--- config.mk ---
export PLATFORM = sky130hd
export DESIGN_NAME = dmem_port_arbiter
export DESIGN_NICKNAME = d
export VERILOG_FILES = /design/src/rtl/dmem_pkg.sv /design/src/rtl/dmem_starve_counter.sv /design/src/rtl/dmem_port_arbiter.sv
export SDC_FILE = /design/constraint.sdc
export NUM_CORES = 1
export LEC_CHECK = 0
export CAP_MARGIN = 25
export CORE_MARGIN = 10
export CORE_UTILIZATION = 37
export CTS_CLUSTER_DIAMETER = 80
export DETAILED_ROUTE_END_ITERATION = 10
export PLACE_DENSITY = 0.9
export SLEW_MARGIN = 20
export SYNTH_ARGS = -nofsm -noshare
export SYNTH_HDL_FRONTEND = slang
export SYNTH_SLANG_ARGS = --single-unit
--- constraint.sdc ---
create_clock -name Clock -period 2.3 [get_ports Clock]
set_clock_uncertainty 0.1 [all_clocks]
set_input_delay 0.46 -clock Clock [delete_from_list [all_inputs] [get_ports Clock]]
set_output_delay 0.46 -clock Clock [all_outputs]
set_load 0.01 [all_outputs]
--- src/rtl/dmem_pkg.sv ---
// Shared definitions for the data-memory port arbiter and DataMemory:
// FSM state encoding, owner codes, access width codes and the command payload.
package dmem_pkg;

    localparam int unsigned ADDR_W  = 32;
    localparam int unsigned DATA_W  = 32;
    localparam int unsigned WIDTH_W = 2;
    localparam int unsigned CNT_W   = 4;

    typedef enum logic [1:0] {
        IDLE    = 2'd0,
        ISSUE   = 2'd1,
        RD_WAIT = 2'd2
    } dmem_state_e;

    typedef enum logic {
        OWN_P = 1'b0,
        OWN_L = 1'b1
    } dmem_owner_e;

    typedef enum logic [WIDTH_W-1:0] {
        BYTE = 2'd0,
        HALF = 2'd1,
        WORD = 2'd2
    } dmem_width_e;

    typedef struct packed {
        logic              write;
        logic [ADDR_W-1:0] addr;
        logic [DATA_W-1:0] wdata;
        logic [WIDTH_W-1:0] width;
    } dmem_cmd_t;

endpackage

--- src/rtl/dmem_starve_counter.sv ---
// Counts consecutive arbitrations the loader loses and forces a loader grant
// once the count reaches STARVE_MAX.
module dmem_starve_counter
    import dmem_pkg::*;
#(
    parameter int unsigned STARVE_MAX = 4
) (
    input  logic clk,
    input  logic rst_n,
    input  logic arb_en,
    input  logic l_req,
    input  logic l_win,
    output logic force_l_c
);

    logic [CNT_W-1:0] cnt_q;
    logic [CNT_W-1:0] cnt_d;

    // Only IDLE cycles update the count; ISSUE/RD_WAIT hold it.
    always_comb begin
        cnt_d = cnt_q;
        if (arb_en) begin
            if (!l_req || l_win) begin
                cnt_d = '0;
            end else if (cnt_q != CNT_W'(STARVE_MAX)) begin
                cnt_d = cnt_q + CNT_W'(1);
            end
        end
    end

    always_ff @(posedge clk or negedge rst_n) begin
        if (!rst_n) begin
            cnt_q <= '0;
        end else begin
            cnt_q <= cnt_d;
        end
    end

    assign force_l_c = (cnt_q == CNT_W'(STARVE_MAX));

endmodule

--- src/rtl/dmem_port_arbiter.sv ---
// Shares the single DataMemory port between the pipeline MEM stage (P) and the
// loader (L): one outstanding access, fixed read latency, starvation-bounded.
module dmem_port_arbiter
    import dmem_pkg::*;
#(
    parameter int unsigned LAT        = 1,
    parameter int unsigned STARVE_MAX = 4
) (
    input  logic               Clock,
    input  logic               Reset,
    input  logic               P_Req,
    input  logic               P_Write,
    input  logic [ADDR_W-1:0]  P_Addr,
    input  logic [DATA_W-1:0]  P_WData,
    input  logic [WIDTH_W-1:0] P_Width,
    output logic               P_Stall,
    output logic [DATA_W-1:0]  P_RData,
    output logic               P_RValid,
    input  logic               L_Req,
    input  logic               L_Write,
    input  logic [ADDR_W-1:0]  L_Addr,
    input  logic [DATA_W-1:0]  L_WData,
    input  logic [WIDTH_W-1:0] L_Width,
    output logic               L_Done,
    output logic [DATA_W-1:0]  L_RData,
    output logic               M_R_Enable,
    output logic               M_W_Enable,
    output logic [ADDR_W-1:0]  M_Addr,
    output logic [DATA_W-1:0]  M_WData,
    output logic [WIDTH_W-1:0] M_R_Width,
    output logic [WIDTH_W-1:0] M_W_Width,
    input  logic [DATA_W-1:0]  M_RData
);

    dmem_state_e        state_q, state_d;
    dmem_owner_e        owner_q, owner_d;
    logic [CNT_W-1:0]   lat_q, lat_d;
    logic               m_r_en_q, m_r_en_d;
    logic               m_w_en_q, m_w_en_d;
    logic [ADDR_W-1:0]  m_addr_q, m_addr_d;
    logic [DATA_W-1:0]  m_wdata_q, m_wdata_d;
    logic [WIDTH_W-1:0] m_r_width_q, m_r_width_d;
    logic [WIDTH_W-1:0] m_w_width_q, m_w_width_d;

    dmem_cmd_t p_cmd, l_cmd, sel_cmd;
    logic      l_win_c;
    logic      force_l_c;
    logic      done_c;
    logic      rd_done_c;

    assign p_cmd = '{write: P_Write, addr: P_Addr, wdata: P_WData, width: P_Width};
    assign l_cmd = '{write: L_Write, addr: L_Addr, wdata: L_WData, width: L_Width};

    dmem_starve_counter #(
        .STARVE_MAX (STARVE_MAX)
    ) u_starve (
        .clk       (Clock),
        .rst_n     (Reset),
        .arb_en    (state_q == IDLE),
        .l_req     (L_Req),
        .l_win     (l_win_c),
        .force_l_c (force_l_c)
    );

    // Next state, arbitration and memory command capture.
    always_comb begin
        state_d     = state_q;
        owner_d     = owner_q;
        lat_d       = lat_q;
        m_r_en_d    = 1'b0;
        m_w_en_d    = 1'b0;
        m_addr_d    = m_addr_q;
        m_wdata_d   = m_wdata_q;
        m_r_width_d = m_r_width_q;
        m_w_width_d = m_w_width_q;
        l_win_c     = 1'b0;
        sel_cmd     = p_cmd;

        case (state_q)
            IDLE: begin
                if (P_Req || L_Req) begin
                    l_win_c     = L_Req && (!P_Req || force_l_c);
                    sel_cmd     = l_win_c ? l_cmd : p_cmd;
                    owner_d     = l_win_c ? OWN_L : OWN_P;
                    m_r_en_d    = !sel_cmd.write;
                    m_w_en_d    = sel_cmd.write;
                    m_addr_d    = sel_cmd.addr;
                    m_wdata_d   = sel_cmd.wdata;
                    m_r_width_d = sel_cmd.write ? WIDTH_W'(0) : sel_cmd.width;
                    m_w_width_d = sel_cmd.write ? sel_cmd.width : WIDTH_W'(0);
                    state_d     = ISSUE;
                end
            end
            ISSUE: begin
                if (m_w_en_q) begin
                    state_d = IDLE;
                end else begin
                    state_d = RD_WAIT;
                    lat_d   = CNT_W'(LAT - 1);
                end
            end
            RD_WAIT: begin
                if (lat_q == '0) begin
                    state_d = IDLE;
                end else begin
                    lat_d = lat_q - CNT_W'(1);
                end
            end
            default: state_d = IDLE;
        endcase
    end

    always_ff @(posedge Clock or negedge Reset) begin
        if (!Reset) begin
            state_q     <= IDLE;
            owner_q     <= OWN_P;
            lat_q       <= '0;
            m_r_en_q    <= 1'b0;
            m_w_en_q    <= 1'b0;
            m_addr_q    <= '0;
            m_wdata_q   <= '0;
            m_r_width_q <= '0;
            m_w_width_q <= '0;
        end else begin
            state_q     <= state_d;
            owner_q     <= owner_d;
            lat_q       <= lat_d;
            m_r_en_q    <= m_r_en_d;
            m_w_en_q    <= m_w_en_d;
            m_addr_q    <= m_addr_d;
            m_wdata_q   <= m_wdata_d;
            m_r_width_q <= m_r_width_d;
            m_w_width_q <= m_w_width_d;
        end
    end

    // Completion is decoded from state so read data can pass straight through.
    assign rd_done_c = (state_q == RD_WAIT) && (lat_q == '0);
    assign done_c    = rd_done_c || ((state_q == ISSUE) && m_w_en_q);

    assign P_RValid = rd_done_c && (owner_q == OWN_P);
    assign P_RData  = P_RValid ? M_RData : '0;
    assign P_Stall  = P_Req && !(done_c && (owner_q == OWN_P));
    assign L_Done   = done_c && (owner_q == OWN_L);
    assign L_RData  = (rd_done_c && (owner_q == OWN_L)) ? M_RData : '0;

    assign M_R_Enable = m_r_en_q;
    assign M_W_Enable = m_w_en_q;
    assign M_Addr     = m_addr_q;
    assign M_WData    = m_wdata_q;
    assign M_R_Width  = m_r_width_q;
    assign M_W_Width  = m_w_width_q;

endmodule

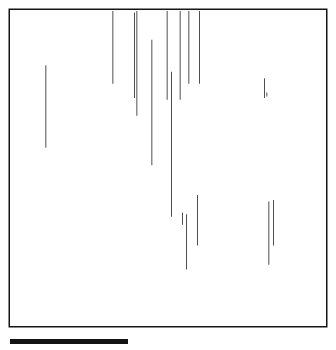
Figure 1: the metal 4 layer.
The bar under the picture is 50 um long.
longest straight run	61.2 um
nets with wire on the layer	16
main direction	vertical
share of all routed wire	2.2%
wire length on this layer	500 um
drt total wl: 22.7 mm
routed via count: 5621

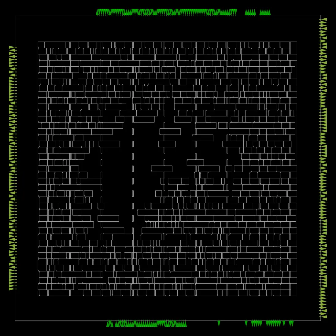
Figure 2: cell outlines without signal wires.
FILL cells: 924
Core Util, Final: 69.6%
Rows: 41

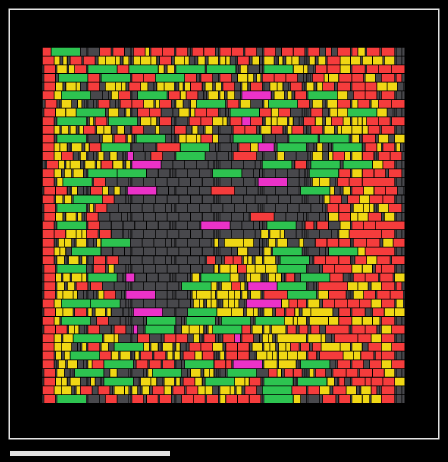
Figure 3: cell classes on the final placement.
The bar under the picture is 50 um long. Fill, decap, tap and diode cells in grey.
colour	class	cells
magenta	clock drivers and dummy loads	16
green	flip-flops	81
red	other buffers and delay cells	347
yellow	all other logic	404
Core Area: 12700 um^2
flop share of the area: 23.0%
design area: 8820 um^2

==> out/summary.txt <==
status: complete, but fails checks
failing checks: setup timing
main logic family after synthesis: simple AND/OR/NAND/NOR gates
io pins: 307
Synth top area share: 42.0%
fin. max-slew vios: 0
first-pass GRT wire length: 32.4 mm
DRC Markers: 0
hpwl dp: 15.7 mm
DR pass1 iterations: 6
Static Leakage: 0.00379 uW
vias in the first global route: 5560
overall power: 9210 uW
Log Warnings: 32
H-tree levels: 3
Area Overhead vs Synth: 83.0%
Synth Register Bits: 81
CTS Sinks: 81
post-route minimum period: 2640 ps
RSZ-0062 raised after global routing: yes
root buffer cell: clkbuf_16
AO/OA Area Share: 16.0%
initial drt markers: 423
Die Wd: 134 um
Avg Synthesized Cell Area: 8.85 um^2
Gates resized, CTS repair: 307
# setup viols final: 65
top cells, area: dfrtp_1 42%, o221ai_1 12%, nand4_1 8.6%
worst setup path class: flip-flop to output pin
synthesis area per yosys: 4820 um^2
Placed Area: 8080 um^2
GRT Residual Overflow: 0
Dominant Register Cell: dfrtp_1
final hold violations: 0
yosys xor share: 0%
crit-path most repeated cell: buf_6
Top cells excl fill/tap: 237 x clkdlybuf4s50_1, 81 x dfrtp_1, 72 x inv_1
Vert. Die Dim: 134 um
fp util: 38.0%
dominant logic cell type in the layout: clkdlybuf4s50_1
setup tns final: -20060 ps
MUX area fraction: 0.623%
post-CTS setup buffer count: 5
Hold-fix buffers, CTS: 1
I/O Buffers: 306
Simple-Gate Area Share: 28.1%
Yosys top cell by instances: dfrtp_1
net count after synthesis: 719
Pwr per Cell Area: 1040 nW/um^2
clk slew on worst S/H paths: 60 ps
post-placement setup slack: -429 ps
Yosys Instances: 545
routability cong.: 0.842
Routed Antenna Nets: 0
worst hold path class: flip-flop to flip-flop
Worst Path Arrival: 2080 ps
CP max stage delay: 410 ps
routed vias/inst: 5.51
top post-synthesis cells by count: 81 x dfrtp_1, 74 x inv_1, 67 x o221ai_1
CTS Buffer Depth: 2
adder-cell share of the synthesized area: 1.04%
worst-path cell chain: inv_2 > ha_4 > or3b_4 > nor3_4 > buf_6 > clkbuf_16 > and2_4 > buf_6
Syn Std Cell Area: 4820 um^2
Worst EP required: 1740 ps
setup slack after layout: -337 ps
Syn Inst Count: 545
Yosys top cell by area: dfrtp_1
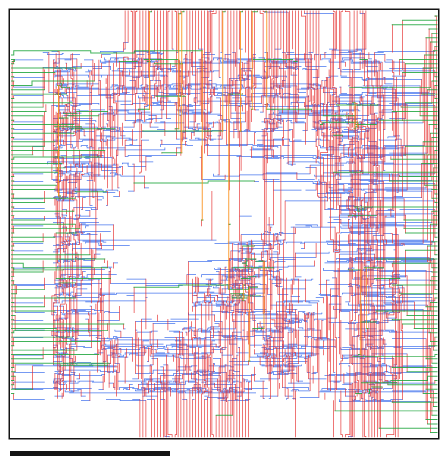
Figure 4: wiring by layer.
The bar under the picture is 50 um long.
colour	layer	wire length
green	met3	2080 um
blue	met1	8300 um
red	met2	11800 um
orange	met4	500 um
post-detailed-route wirelength per cell: 22.3 um
Tot GR Track Use: 22.7%

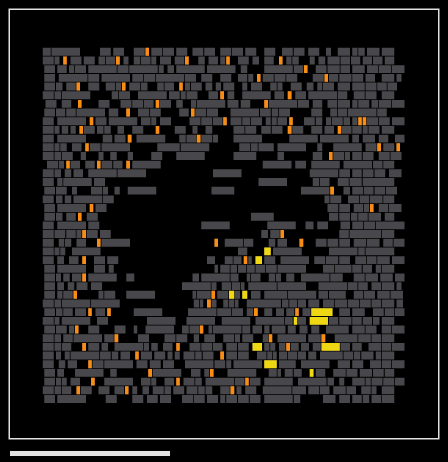
Figure 5: gate families picked out.
The bar under the picture is 50 um long.
colour	family	cells
orange	inverters	75
yellow	NOR gates	11

-- through the flow --
stage / instances / util [%]
6_report: 1020 / 69.6
3_3_place_gp: 988 / 63.7
2_1_floorplan: 545 / -
5_1_grt: 1020 / 69.6
3_5_place_dp: 988 / 63.7
4_1_cts: 1013 / 66.0
-- worst max-delay path, delay by kind of cell, from the launching register on --
family / cells / cell delay (ps)
fa+ha+maj: 1 / 130
simple gates: 3 / 730
flops: 1 / 380
buf+inv: 4 / 500
-- power by group --
group	total [uW]	internal, uW	switching, uW	leakage (uW)
Combinational	5360	2730	2640	0.00263
Sequential	2380	2050	332	0.00102
Clock	1460	868	594	0.000142
-- registers in the layout, indices dropped and copies added (netlist names) --
name and flops:
M_Addr 32, M_WData 32, lat_q 4, u_starve.cnt_q 4
M_R_Width 2, M_W_Width 2, state_q 2, M_R_Enable 1
M_W_Enable 1, owner_q 1
-- final timing paths --
| path | from | to | slack, ps | cells after the start |
|---|---|---|---|---|
| worst min-delay path | M_W_Width[0] | M_W_Width[0] | 420 | 1 |
| worst max-delay path | lat_q[1] | P_RData[1] | -340 | 8 |
| max in group asynchronous | Reset | lat_q[2] | 970 | 3 |
| worst min register to register | M_W_Width[0] | M_W_Width[0] | 420 | 1 |
| min in group asynchronous | Reset | M_Addr[2] | 530 | 2 |
| worst max register to register | u_starve.cnt_q[0] | M_WData[17] | 170 | 6 |
-- layer usage --
layer  routed length [um]  GRT usage, %  part of all wire (%)
met5                    0             0                     0
met4                  499          6.53                   2.2
met3                 2080          7.80                   9.2
met2                11800          41.1                    52
met1                 8300          24.3                    37
-- layout make-up --
class,count,area [um^2]
clock inverter,5,55.1
fill,924,3850
sequential,81,2030
multi-input combinational,329,2390
timing repair buffer,347,3610
inverter,75,282
clock buffer,11,243
tap,172,215
Power is estimated from default activity; no workload was simulated.
